**src/rtl/adma_pkg.sv**
```systemverilog
// Shared types for the ADMA channel scheduler: FSM states,
// channel-id width helper and the latched command bundle.
package adma_pkg;

    typedef enum logic {
        S_IDLE  = 1'b0,
        S_ISSUE = 1'b1
    } state_t;

    localparam int CMD_CHN_MAX  = 8;
    localparam int CMD_ADDR_MAX = 64;
    localparam int CMD_LEN_MAX  = 16;

    function automatic int chn_id_w(input int n);
        return (n > 1) ? $clog2(n) : 1;
    endfunction

    // Sized for the widest supported build; the top uses the low bits.
    typedef struct packed {
        logic [CMD_CHN_MAX-1:0]  chn;
        logic [CMD_ADDR_MAX-1:0] addr;
        logic [CMD_LEN_MAX-1:0]  len;
    } cmd_t;

endpackage

```
**src/rtl/adma_rr_pick.sv**
```systemverilog
// Combinational round-robin picker: first set request at or after ptr.
// Returns a one-hot grant and the binary index of the winner.
module adma_rr_pick #(
    parameter int N = 4,
    parameter int W = 2
) (
    input  logic [N-1:0] req,
    input  logic [W-1:0] ptr,
    output logic [N-1:0] gnt,
    output logic [W-1:0] idx
);

    // Walk from farthest to nearest so the nearest hit overwrites.
    always_comb begin
        gnt = '0;
        idx = '0;
        for (int k = N - 1; k >= 0; k--) begin
            if (req[(int'(ptr) + k) % N]) begin
                gnt = '0;
                gnt[(int'(ptr) + k) % N] = 1'b1;
                idx = W'((int'(ptr) + k) % N);
            end
        end
    end

endmodule

```
**src/rtl/adma_chn_sched.sv**
```systemverilog
// ADMA channel scheduler: round-robin issue of per-channel read commands.
// Optional priority class enabled by defining ADMA_SCHED_PRIO_EN.
module adma_chn_sched
    import adma_pkg::*;
#(
    parameter int DST_CHANNEL_NUM  = 4,
    parameter int ADDR_W           = 32,
    parameter int TRANS_DATA_LEN_W = 8,
    parameter int MAX_OUTSTD       = 4,
    localparam int CHN_ID_W        = chn_id_w(DST_CHANNEL_NUM)
) (
    input  logic                        aclk,
    input  logic                        aresetn,
    input  logic [DST_CHANNEL_NUM-1:0]  req_valid_i,
    input  logic [ADDR_W-1:0]           req_addr_i [DST_CHANNEL_NUM],
    input  logic [TRANS_DATA_LEN_W-1:0] req_len_i  [DST_CHANNEL_NUM],
`ifdef ADMA_SCHED_PRIO_EN
    input  logic [DST_CHANNEL_NUM-1:0]  prio_i,
`endif
    output logic [DST_CHANNEL_NUM-1:0]  req_ready_o,
    output logic                        cmd_valid_o,
    input  logic                        cmd_ready_i,
    output logic [CHN_ID_W-1:0]         cmd_chn_o,
    output logic [ADDR_W-1:0]           cmd_addr_o,
    output logic [TRANS_DATA_LEN_W-1:0] cmd_len_o,
    input  logic                        cpl_valid_i,
    input  logic [CHN_ID_W-1:0]         cpl_chn_i,
    output logic [DST_CHANNEL_NUM-1:0]  busy_o,
    output logic                        idle_o,
    output logic                        cpl_err_o
);

    localparam int CNT_W = $clog2(MAX_OUTSTD + 1);

    state_t                     state;
    cmd_t                       cmd_q;
    logic [CHN_ID_W-1:0]        rr_ptr;
    logic [CNT_W-1:0]           cnt;
    logic [DST_CHANNEL_NUM-1:0] busy;
    logic                       err_q;

    logic [DST_CHANNEL_NUM-1:0] elig;
    logic [DST_CHANNEL_NUM-1:0] pick_req;
    logic [DST_CHANNEL_NUM-1:0] pick_gnt;
    logic [CHN_ID_W-1:0]        pick_idx;
    logic                       pick_any;
    logic                       hs;
    logic                       cpl_hit;
    logic [DST_CHANNEL_NUM-1:0] cpl_mask;
    logic [DST_CHANNEL_NUM-1:0] iss_mask;
    logic [CHN_ID_W-1:0]        cur_chn;
    logic [CHN_ID_W-1:0]        nxt_ptr;
    logic                       cmd_unused;

    assign elig = (cnt < CNT_W'(MAX_OUTSTD)) ? (req_valid_i & ~busy) : '0;

`ifdef ADMA_SCHED_PRIO_EN
    // Priority channels shadow the rest; RR still runs inside each class.
    assign pick_req = |(elig & prio_i) ? (elig & prio_i) : elig;
`else
    assign pick_req = elig;
`endif

    adma_rr_pick #(
        .N (DST_CHANNEL_NUM),
        .W (CHN_ID_W)
    ) u_pick (
        .req (pick_req),
        .ptr (rr_ptr),
        .gnt (pick_gnt),
        .idx (pick_idx)
    );

    assign pick_any = |pick_gnt;
    assign cur_chn  = cmd_q.chn[CHN_ID_W-1:0];
    assign hs       = (state == S_ISSUE) && cmd_ready_i;
    assign cpl_hit  = cpl_valid_i
                      && (int'(cpl_chn_i) < DST_CHANNEL_NUM)
                      && busy[cpl_chn_i];
    assign cpl_mask = cpl_hit ? (DST_CHANNEL_NUM'(1) << cpl_chn_i) : '0;
    assign iss_mask = hs ? (DST_CHANNEL_NUM'(1) << cur_chn) : '0;
    assign nxt_ptr  = (int'(cur_chn) == DST_CHANNEL_NUM - 1)
                      ? '0 : cur_chn + 1'b1;

    always_ff @(posedge aclk or negedge aresetn) begin
        if (!aresetn) begin
            state  <= S_IDLE;
            cmd_q  <= '0;
            rr_ptr <= '0;
            cnt    <= '0;
            busy   <= '0;
            err_q  <= 1'b0;
        end else begin
            busy <= (busy & ~cpl_mask) | iss_mask;
            cnt  <= cnt + CNT_W'(hs) - CNT_W'(cpl_hit);
            if (cpl_valid_i && !cpl_hit) begin
                err_q <= 1'b1;
            end
            case (state)
                S_IDLE: begin
                    if (pick_any) begin
                        cmd_q.chn  <= CMD_CHN_MAX'(pick_idx);
                        cmd_q.addr <= CMD_ADDR_MAX'(req_addr_i[pick_idx]);
                        cmd_q.len  <= CMD_LEN_MAX'(req_len_i[pick_idx]);
                        state      <= S_ISSUE;
                    end
                end
                S_ISSUE: begin
                    if (cmd_ready_i) begin
                        rr_ptr <= nxt_ptr;
                        state  <= S_IDLE;
                    end
                end
                default: state <= S_IDLE;
            endcase
        end
    end

    assign cmd_valid_o = (state == S_ISSUE);
    assign cmd_chn_o   = cur_chn;
    assign cmd_addr_o  = cmd_q.addr[ADDR_W-1:0];
    assign cmd_len_o   = cmd_q.len[TRANS_DATA_LEN_W-1:0];
    assign req_ready_o = iss_mask;
    assign busy_o      = busy;
    assign idle_o      = (state == S_IDLE) && (cnt == '0);
    assign cpl_err_o   = err_q;
    assign cmd_unused  = ^cmd_q;

endmodule

```
**config.mk**
```make
export PLATFORM = sky130hd
export DESIGN_NAME = adma_chn_sched
export DESIGN_NICKNAME = d
export VERILOG_FILES = /design/src/rtl/adma_pkg.sv /design/src/rtl/adma_rr_pick.sv /design/src/rtl/adma_chn_sched.sv
export SDC_FILE = /design/constraint.sdc
export NUM_CORES = 1
export LEC_CHECK = 0
export CAP_MARGIN = 20
export CORE_ASPECT_RATIO = 1.25
export CORE_MARGIN = 2
export CORE_UTILIZATION = 39
export DETAILED_ROUTE_END_ITERATION = 12
export PLACE_DENSITY = 0.92
export SLEW_MARGIN = 25
export SYNTH_ARGS = -nofsm -noshare
export SYNTH_HDL_FRONTEND = slang
export SYNTH_HIERARCHICAL = 1
export SYNTH_SLANG_ARGS = --single-unit
```
**constraint.sdc**
```tcl
create_clock -name aclk -period 4.1 [get_ports aclk]
set_input_delay 0.82 -clock aclk [delete_from_list [all_inputs] [get_ports aclk]]
set_output_delay 0.82 -clock aclk [all_outputs]
set_load 0.01 [all_outputs]
```
**Run 1: selected gate families**

Scale: 2 px per µm.
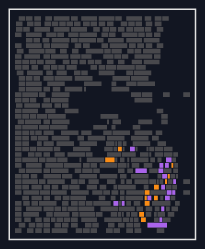
| family | color | cells | where |
|---|---|---|---|
| NOR gates | orange | 12 | lower right |
| inverting AOI/OAI gates | purple | 18 | lower right |
highest-count logic cell in the final layout: sky130_fd_sc_hd__clkdlybuf4s50_1
fraction of area in multi-input gates: 36.6%
Final Instance Count excl. Fillers: 608

**Run 1: routed metal, one color a layer**

Scale: 4 px per µm.
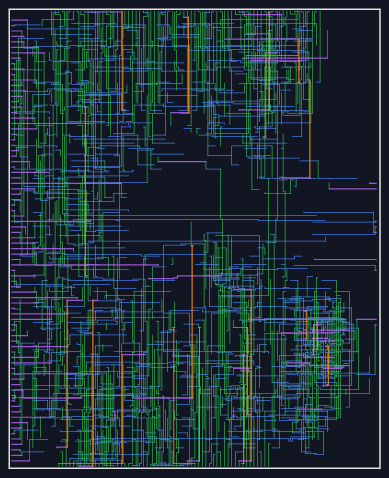
| layer | color | wire length |
|---|---|---|
| met3 | purple | 808 µm |
| met4 | orange | 504 µm |
| met1 | blue | 4,260 µm |
| met2 | green | 6,850 µm |
total vias in the final route: 3,272
routed length per instance: 20.4 µm

**Run 1: supply network**

Scale: 3 px per µm. Pins as bars on the die edge.
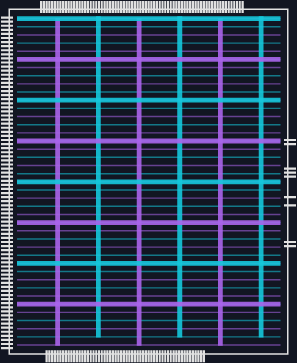
| net | color |
|---|---|
| VDD | cyan |
| VSS | purple |
rows: 40
met4 straps: 6
met5 straps: 8
total core area: 9560 µm²
worst vdd rail ir drop: 0.000514 V

**Run 1: clock routing**

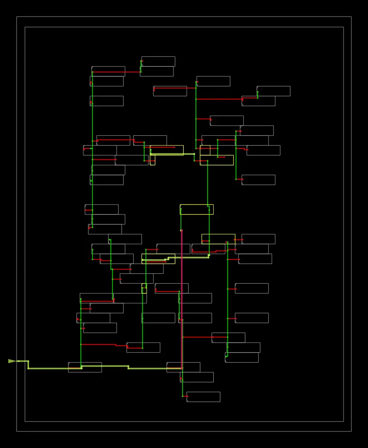
clock network latency to the later pin of the worst-skew pair: 0.28 ns
setup skew after layout: 0.00453 ns
total of clock buffers placed in the layout: 7

==> flow_summary.rst, run 1 <==
Physical design figures
=======================

.. list-table::
   :header-rows: 1

   * - Metric
     - Value
   * - Status
     - finished clean
   * - Required time of the critical path
     - roughly 4.3 ns
   * - Cell Type Count
     - 48
   * - Storage cell area
     - 1330 µm²
   * - Die Height
     - 114 µm
   * - Endpoint of the most critical register-to-register path
     - cmd_len_o[6]$_DFFE_PN0P_
   * - Gr ovfl total
     - 0
   * - # clock sinks
     - roughly 53
   * - Clock-pin transition on the worst setup and hold timing paths
     - 0.06 ns
   * - End of the critical path
     - cmd_len_o[6]$_DFFE_PN0P_
   * - Chip footprint
     - 10,600 µm²
   * - Setup slack of the worst register-to-register path
     - roughly 0.65 ns
   * - Vias in the first global route
     - between 3,000 and 4,000
   * - Number of cell rows
     - ~40
   * - Maximum clock rate
     - between 0.2 and 0.3 GHz
   * - Arrival time reported for the critical path endpoint
     - 4.10 ns
   * - Routed met3 length
     - between 800 and 900 µm
   * - Power Sequential
     - 0.00102 W
   * - Reg power frac
     - a little under a fifth
   * - Comb power
     - between 0.004 and 0.005 W
   * - Cell breakdown of the critical path
     - clkdlybuf4s50_1 > nor3b_1 > nor2b_1 > a211o_2 > a41oi_1 > o211ai_1 > or4_4 > nor2b_4 > buf_12 > mux2_4
   * - Area Overhead vs Synth
     - 68.3%
   * - Mapped cell area
     - ~3800 µm²
   * - Crit Path Max Fanout
     - 20
   * - Yosys warning total
     - 6
   * - Number of enable-type register cells in the synthesized netlist
     - 0
   * - Mux cell area share
     - a little over two fifths
   * - Clock-net power
     - 0.000400 W
   * - Inverters
     - 9
   * - Worst min-delay path startpoint
     - cpl_err_o$_DFFE_PN0P_
   * - Top-Level Pins
     - 223
   * - Number of max-cap violations
     - 0
   * - Number of antenna violations at the first check in global routing
     - 0
   * - Die W
     - a little over 90 µm
   * - Total Routing Usage GR
     - 23.2%
   * - Final critical-path required period
     - approximately 4 ns
   * - Dominant logic cell types in the final layout
     - sky130_fd_sc_hd__clkdlybuf4s50_1 (221), sky130_fd_sc_hd__dfrtp_1 (53), sky130_fd_sc_hd__mux4_2 (42)
   * - Average instance area after synthesis
     - about 15 µm²
   * - Setup TNS after final layout
     - 0 ns
   * - Longest individual stage delay on the worst path
     - 0.64 ns
   * - Number of cell instances after yosys synthesis
     - 253
   * - Clock network area share
     - 2.19%
   * - Dominant kind of cell by area
     - non-clock buffers
[run 1: cell usage after synthesis, drive strengths merged, types with 3 or more instances]
library cell  count
a21oi             3
and3              5
a21o              5
nand4             5
dfrtp            53
mux2i             3
a31oi             3
nor3b             5
nand2             4
nor2              4
nand3             3
mux2             46
mux4             43
o21ai             3
inv               9
buf              15
a22oi             3
ha               14
[run 1: state kept, by name, indices dropped and copies added, names as in the netlist]
| register | cells |
|---|---|
| rr_ptr | 2 |
| cmd_valid_o | 1 |
| cnt | 3 |
| cmd_len_o | 8 |
| cpl_err_o | 1 |
| busy_o | 4 |
| cmd_chn_o | 2 |
| cmd_addr_o | 32 |
==> run 1 -> run 2 <==
CTS_BUF_LIST = sky130_fd_sc_hd__clkbuf_16   (was unset)
CTS_CLUSTER_SIZE = 25   (was unset)
**Run 2: clock routing**

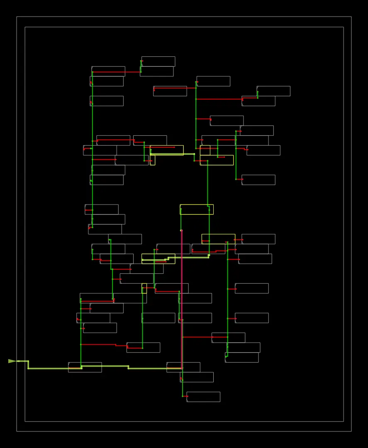
total of clock buffers placed in the layout: 5
clock-net power: 0.000396 W
number of sequential storage elements: 53
# clock sinks: 53
number of buffers created by CTS: 5

**Run 2: routed metal, one color a layer**

Scale: 4 px per µm.
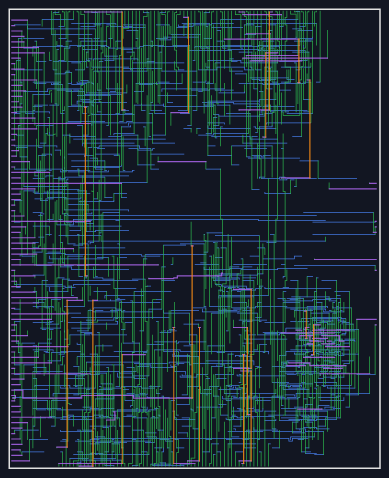
total vias in the final route: 3,283
Total Routing Usage GR: 23.2%
routed length per instance: 20.5 µm
detailed-route wire length: 12.4 mm

**Run 2: supply network**

Scale: 3 px per µm. Pins as bars on the die edge.
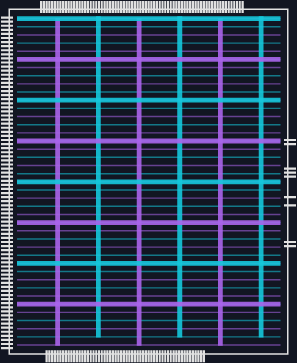
Die W: 92.3 µm
worst vdd rail ir drop: 0.000514 V

==> run 2 against run 1 <==
  * Sequential share of layout area is the same
  * Power is essentially flat
  * Sequential power is essentially flat
  * Final area is the same
  * Critical path depth is the same
  * Critical endpoint unchanged
  * Largest cell class unchanged
  * Largest power group unchanged
  * Highest routed layer unchanged
==> flow_summary.rst, run 2 <==
Physical design figures
=======================

.. list-table::
   :header-rows: 1

   * - Metric
     - Value
   * - Tightest hold margin
     - 0.485 ns (about the same)
   * - Area Overhead vs Synth
     - 68.3% (unchanged)
   * - Number of detailed-route iterations in the first pass
     - 5 (unchanged)
   * - Fraction of area in multi-input gates
     - 36.6% (unchanged)
   * - Final hold vios
     - 0 (unchanged)
   * - Ranking of synthesized cells by instance count
     - sky130_fd_sc_hd__dfrtp_1 (53), sky130_fd_sc_hd__mux4_2 (42), sky130_fd_sc_hd__mux2_4 (40) (unchanged)
   * - Final Instance Count excl. Fillers
     - 608 (unchanged)
   * - Mux cell area share
     - 43.9% (unchanged)
   * - Required time of the critical path
     - 4.26 ns (about the same)
   * - Yosys warning total
     - 6 (unchanged)
   * - Cell Type Count
     - 48 (unchanged)
   * - Vias in the first global route
     - 3,609 (unchanged)
   * - Routed met3 length
     - 818 µm (was 807 µm)
   * - Setup slack of the worst register-to-register path
     - 0.65 ns (about the same)
   * - Comb power
     - 0.00409 W (about the same)
   * - Power Sequential
     - 0.00102 W (about the same)
   * - WP buf/inv
     - 2 (unchanged)
   * - Top-Level Pins
     - 223 (unchanged)
   * - Total core area
     - 9560 µm² (unchanged)
   * - Arrival time reported for the critical path endpoint
     - 4.10 ns (about the same)
   * - Number of enable-type register cells in the synthesized netlist
     - 0 (unchanged)
   * - Maximum clock rate
     - 0.254 GHz (about the same)
   * - Area of the multi-input gates
     - 2340 µm² (unchanged)
   * - Number of cell rows
     - 40 (unchanged)
   * - Cell breakdown of the critical path
     - clkdlybuf4s50_1 > nor3b_1 > nor2b_1 > a211o_2 > a41oi_1 > o211ai_1 > or4_4 > nor2b_4 > buf_12 > mux2_4 (unchanged)
   * - Max FFs per register
     - 32 (unchanged)
   * - Setup skew after layout
     - 0.00471 ns (was 0.00453 ns)
   * - Most numerous cell in the Yosys netlist
     - sky130_fd_sc_hd__dfrtp_1 (unchanged)
   * - Iter 0 DRT Violations
     - 116 (unchanged)
   * - Dominant kind of cell by area
     - non-clock buffers (unchanged)
   * - Mapped cell area
     - 3800 µm² (unchanged)
   * - Reg power frac
     - 18.6% (about the same)
   * - Storage cell area
     - 1330 µm² (unchanged)
   * - Number of antenna violations at the first check in global routing
     - 0 (unchanged)
   * - Highest-count logic cell in the final layout
     - sky130_fd_sc_hd__clkdlybuf4s50_1 (unchanged)
   * - Crit path max-delay cell type
     - sky130_fd_sc_hd__nor3b_1 (unchanged)
   * - Count of pins over their slew limit
     - 0 (unchanged)
   * - Worst Setup Slack post-DPL
     - -0.0396 ns (unchanged)
   * - Crit Path Max Fanout
     - 20 (unchanged)
   * - Status
     - finished clean (unchanged)
   * - Grt peak-use layer
     - met2 (unchanged)
   * - Longest individual stage delay on the worst path
     - 0.64 ns (about the same)
==> run 2: cell counts after synthesis <==
Identical to the previous run, type by type.
==> run 2: worst paths after layout <==
| path | start | endpoint | cells after the start |
|---|---|---|---|
| setup / recovery | req_valid_i[3] | cmd_len_o[6]$_DFFE_PN0P_ | 10 |
| hold / removal | cpl_err_o$_DFFE_PN0P_ | cpl_err_o$_DFFE_PN0P_ | 1 |
| setup reg to reg | cnt[2]$_DFF_PN0_ | cmd_len_o[6]$_DFFE_PN0P_ | 9 |
| hold reg to reg | cpl_err_o$_DFFE_PN0P_ | cpl_err_o$_DFFE_PN0P_ | 1 |
| max in group asynchronous | aresetn | cmd_addr_o[28]$_DFFE_PN0P_ | 2 |
| min in group asynchronous | aresetn | busy_o[3]$_DFF_PN0_ | 2 |
==> run 2 -> run 3 <==
CAP_MARGIN = unset   (was 20)
**Run 3: supply network**

Scale: 3 px per µm. Pins as bars on the die edge.
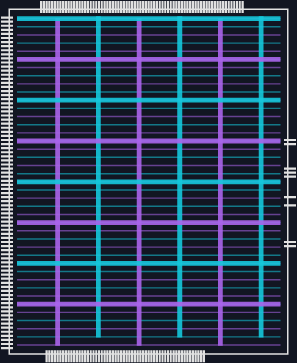
| net | color |
|---|---|
| VDD | cyan |
| VSS | purple |
rows: 40
met1 rails: 41
Die Height: 114 µm

**Run 3: routed metal, one color a layer**

Scale: 4 px per µm.
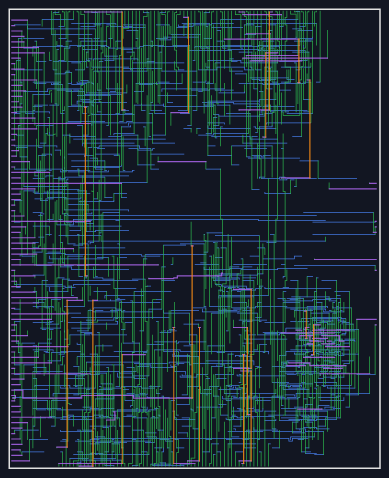
| layer | color | wire length |
|---|---|---|
| met4 | orange | 488 µm |
| met2 | green | 6,880 µm |
| met1 | blue | 4,260 µm |
| met3 | purple | 819 µm |

**Run 3: clock routing**

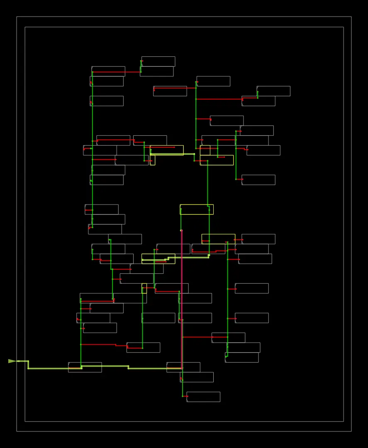
setup skew after layout: 0.00471 ns

==> run 3 against run 2 <==
  * Non-clock buffer count stayed put
  * Critical path depth unchanged
  * Wire length is the same
  * Synthesized area unchanged
  * Maximum frequency unchanged
  * Clock power is essentially flat
==> flow_summary.rst, run 3 <==
Physical design figures
=======================

.. list-table::
   :header-rows: 1

   * - Metric
     - Value
   * - Highest-count logic cell in the final layout
     - sky130_fd_sc_hd__clkdlybuf4s50_1 (unchanged)
   * - Worst min-delay path startpoint
     - cpl_err_o$_DFFE_PN0P_ (unchanged)
   * - Total Routing Usage GR
     - 23.2% (unchanged)
   * - Longest individual stage delay on the worst path
     - 0.64 ns (about the same)
   * - # clock sinks
     - 53 (unchanged)
   * - Most numerous cell in the Yosys netlist
     - sky130_fd_sc_hd__dfrtp_1 (unchanged)
   * - Clock-pin transition on the worst setup and hold timing paths
     - 0.06 ns (about the same)
   * - Yosys warning total
     - 6 (unchanged)
   * - Number of cell rows
     - 40 (unchanged)
   * - Iter 0 DRT Violations
     - 116 (unchanged)
   * - Comb power
     - 0.00409 W (about the same)
   * - Dominant logic cell types in the final layout
     - sky130_fd_sc_hd__clkdlybuf4s50_1 (221), sky130_fd_sc_hd__dfrtp_1 (53), sky130_fd_sc_hd__mux4_2 (42) (unchanged)
   * - Levels on crit path
     - 10 (unchanged)
   * - Worst vdd rail ir drop
     - 0.000514 V (unchanged)
   * - Vias in the first global route
     - 3,609 (unchanged)
   * - Number of enable-type register cells in the synthesized netlist
     - 0 (unchanged)
   * - Cell Type Count
     - 48 (unchanged)
   * - Grt peak-use layer
     - met2 (unchanged)
   * - First element of the critical path
     - req_valid_i[3] (unchanged)
   * - Setup TNS after final layout
     - 0 ns (unchanged)
   * - WP buf/inv
     - 2 (unchanged)
   * - End point of the worst hold path
     - cpl_err_o$_DFFE_PN0P_ (unchanged)
   * - Number of antenna violations at the first check in global routing
     - 0 (unchanged)
   * - Endpoint of the most critical register-to-register path
     - cmd_len_o[6]$_DFFE_PN0P_ (unchanged)
   * - Setup slack of the worst register-to-register path
     - 0.65 ns (about the same)
   * - Required time of the critical path
     - 4.26 ns (about the same)
   * - Maximum clock rate
     - 0.254 GHz (unchanged)
   * - Total vias in the final route
     - 3,283 (unchanged)
   * - Status
     - finished clean (unchanged)
   * - Tightest hold margin
     - 0.485 ns (unchanged)
   * - Top-Level Pins
     - 223 (unchanged)
-- run 3: cell counts in the layout (fill, tap and decap cells not counted) --
Identical to the previous run, type by type.
-- run 3: final cells by class --
cell class	count	area (µm²)	area share [%]
clock inverters	3	15.0	0.235
inverters	9	33.8	0.528
multi-input cells	174	2340	36.6
well taps	126	158	2.46
clock buffers	5	125	1.96
flip-flops and latches	53	1330	20.7
repair buffers	238	2400	37.5
-- run 3: kinds of logic (layout without fill, tap and decap cells) --
group | after synthesis | in the layout | synth area share, %
muxes | 92 | 92 | 43.9
AOI/OAI and AO/OA | 26 | 26 | 4.74
and+or+nand+nor | 39 | 39 | 6.55
buffers and inverters | 26 | 255 | 4.31
DFF | 53 | 53 | 34.9
xor gates and xnor gates | 2 | 2 | 0.461
adders and majority gates | 15 | 15 | 5.13
No activity file was given, so power comes from the tool's default toggle rates.
